==> config.mk <==
export PLATFORM = sky130hd
export DESIGN_NAME = hack_cpu_sequencer_flat
export DESIGN_NICKNAME = d
export VERILOG_FILES = /design/src/rtl/hack_cpu_sequencer_if.sv /design/src/rtl/hack_cpu_sequencer.sv /design/src/flat_wrapper.sv
export SDC_FILE = /design/constraint.sdc
export NUM_CORES = 1
export LEC_CHECK = 0
export ABC_AREA = 1
export CAP_MARGIN = 40
export CORE_MARGIN = 2
export CORE_UTILIZATION = 41
export CTS_BUF_LIST = sky130_fd_sc_hd__clkbuf_8
export CTS_CLUSTER_DIAMETER = 150
export CTS_CLUSTER_SIZE = 12
export DETAILED_ROUTE_END_ITERATION = 10
export HOLD_SLACK_MARGIN = 0.12
export PLACE_DENSITY = 0.82
export SKIP_LAST_GASP = 1
export SYNTH_ARGS = -nofsm -noshare
export SYNTH_HDL_FRONTEND = slang
export SYNTH_SLANG_ARGS = --single-unit
==> constraint.sdc <==
create_clock -name clk -period 1.9 [get_ports clk]
set_clock_uncertainty 0.1 [all_clocks]
set_input_delay 0.475 -clock clk [delete_from_list [all_inputs] [get_ports clk]]
set_output_delay 0.475 -clock clk [all_outputs]
set_load 0.005 [all_outputs]
Cell area per tile:
Scale: 3 px per um. The die is cut into 11 by 11 equal tiles; white is low, dark blue is high, 0 to 100% covered.
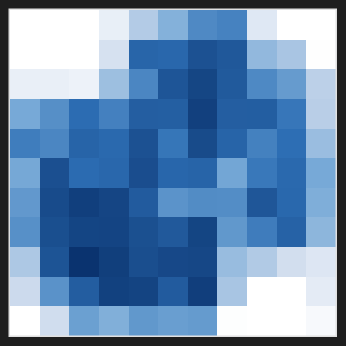
nearly empty tiles: 12%
mean over tiles: 56%
fullest tile: 99%
tiles over 75% full: 41%
emptiest ninth of the die: upper left
floorplan core density: 41.7%
Final Util: 62.9%
Core Region: 10700 um^2

Signal wires on met4:
Scale: 6 px per um. Supply wires on this layer in grey.
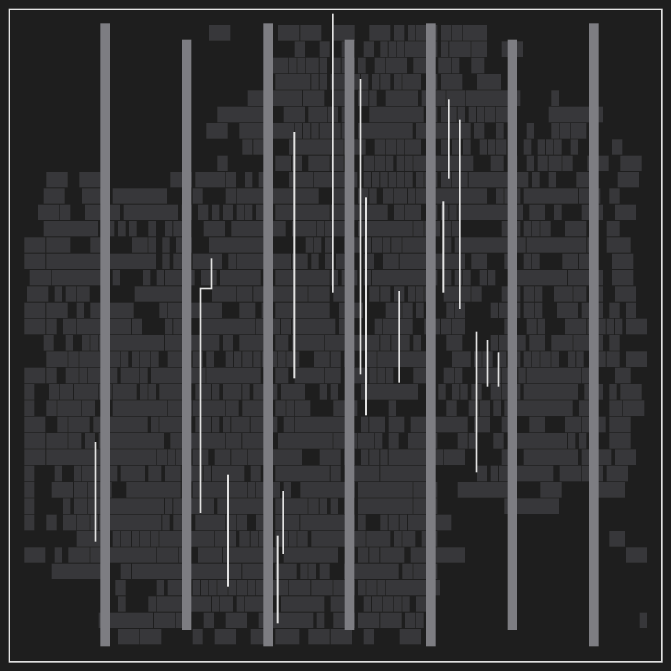
share of all routed wire: 2.6%
main direction: vertical
total number of vias: 4714
WL final: 14600 um

Register map, names as in the netlist:
Scale: 4 px per um. Other sequential cells in the stronger grey, the rest of the logic in the fainter grey.
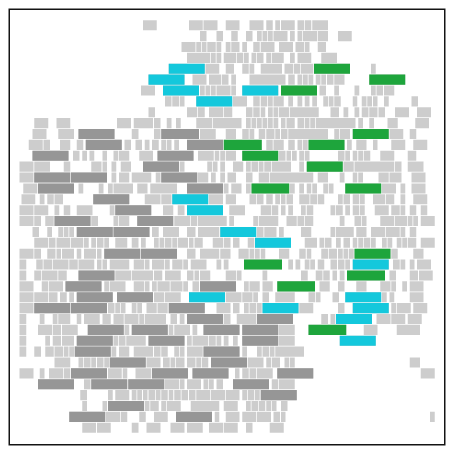
legend:
  green:
    signal: u_core.bus.instr_addr
    placed_flops: 15
  cyan:
    signal: u_core.a_reg
    placed_flops: 16
not coloured: 53
power in sequential cells: 3.22 mW
fraction of area in registers: 31.2%
sequential standard cell area: 2110 um^2

==> notes.org <==
#+TITLE: Physical design notes

** Yosys
- According to the Yosys statistics, the synthesized design has a chip area of ~4500 um^2.
- Yosys warning count :: 0
- Number of nets produced by synthesis :: approximately 650
- The biggest area contributor in the post-synthesis netlist is sky130_fd_sc_hd__dfrtp_1.
- Synthesis inferred between 80 and 90 register bits.

** Power
- Total chip power :: approximately 12 mW
- Total power normalized to cell area comes to ~1700 nW/um^2.
- Per report_power, the combinational group accounts for between 60 and 70% of the total.
- IR analysis of the VDD net gives a maximum drop of roughly 0.0012 V.
- Net switching component of the power :: 4.74 mW

** Routing
- Residual DRC :: 0
- In the final routed layout, each cell accounts on average for 15.9 um.
- Number of nets with antenna violations after detailed routing :: 0
- Post-DR vias/cell :: between 5 and 6

** Setup path
- Logic depth along the worst register-to-register path is recorded as 9.
- In this design, the stage delay of the slowest critical-path cell is between 400 and 500 ps.
- Along the worst path, the maximum fanout reaches 4.
- The worst setup path is launched from a register.
- The worst setup path is captured at an output pin.
- Ordered list of cells on the worst path :: nor2_2 > nor2_4 > inv_4 > buf_6 > buf_12 > nor2_1 > buf_2

** Outcome
- Result of the run :: finished with violations
- Failing checks :: setup timing

** Timing
- Worst setup margin :: -194 ps
- Setup repair after global routing missed its margin :: yes
- Finish-stage setup viols :: 38
- Static timing analysis puts the maximum clock frequency at about 480 MHz.

** Job
- In this run the maximum-capacitance check reported violations numbering 0.

** Layout
- Diodes inserted :: 0

** Floorplanning
- The floorplan step set the die width to between 100 and 150 um.
- Chip footprint :: about 12000 um^2

** CTS
- Maximum buffer depth of the clock tree :: 2
- PostCTS Resize Cnt :: approximately 220

** Placed design
- Setup slack at placement :: -370 ps

** Global route
- Global routing used between 20% and 30% of the available tracks across all layers.
- Antenna violations before repair :: 0
power groups by stage:
| stage | Clock, mW | Combinational [mW] | Sequential, mW |
|---|---|---|---|
| 2_1_floorplan | 0 | 2.77 | 3.15 |
| 3_3_place_gp | 0 | 5.28 | 3.26 |
| 3_5_place_dp | 0 | 5.42 | 3.30 |
| 6_report | 1.32 | 6.96 | 3.22 |
| 4_1_cts | 1.33 | 6.16 | 3.23 |
| 5_1_grt | 1.39 | 7.57 | 3.30 |
metal layers:
layer,GRT usage (%),part of all wire [%],vias to the layer above
met3,4.10,7.5,33
li1,-,-,2214
met5,0,0,-
met2,42.3,51,198
met4,8.24,2.6,0
met1,30.9,39,2269
critical path, delay by kind of cell, from the launching register on:
kind / cells / cell delay [ps]
buf+inv: 4 / 460
flops: 1 / 410
simple gates: 3 / 290
area by class of cell:
class | count | area, um^2 | share of cell area, %
clock buffer | 11 | 151 | 2.24
clock inverter | 4 | 48.8 | 0.721
inverter | 94 | 358 | 5.29
multi-input combinational | 376 | 1960 | 28.9
sequential | 84 | 2110 | 31.2
tap | 140 | 175 | 2.59
timing repair buffer | 210 | 1960 | 29.0
stage by stage:
stage	util, %	cell area [um^2]	instances	hold WS, ps
global route	62.9	6760	919	411
floorplan	-	4480	599	79.4
finish	62.9	6760	919	383
global placement	56.2	6040	863	352
detailed placement	56.2	6040	863	353
CTS	60.3	6480	905	383
cells by family (layout without fill, tap and decap cells):
kind of cell | count (synthesis) | after routing | share of synthesized area (%)
and+or+nand+nor | 277 | 277 | 25.9
buffers and inverters | 139 | 319 | 13.9
AOI/OAI and AO/OA | 91 | 91 | 11.6
DFF | 84 | 84 | 46.9
muxes | 4 | 4 | 1.01
other | 2 | 2 | 0.168
adders and majority gates | 1 | 1 | 0.279
xor gates and xnor gates | 1 | 1 | 0.196
Power figures rest on the tool's default switching activity, not on a simulated workload.
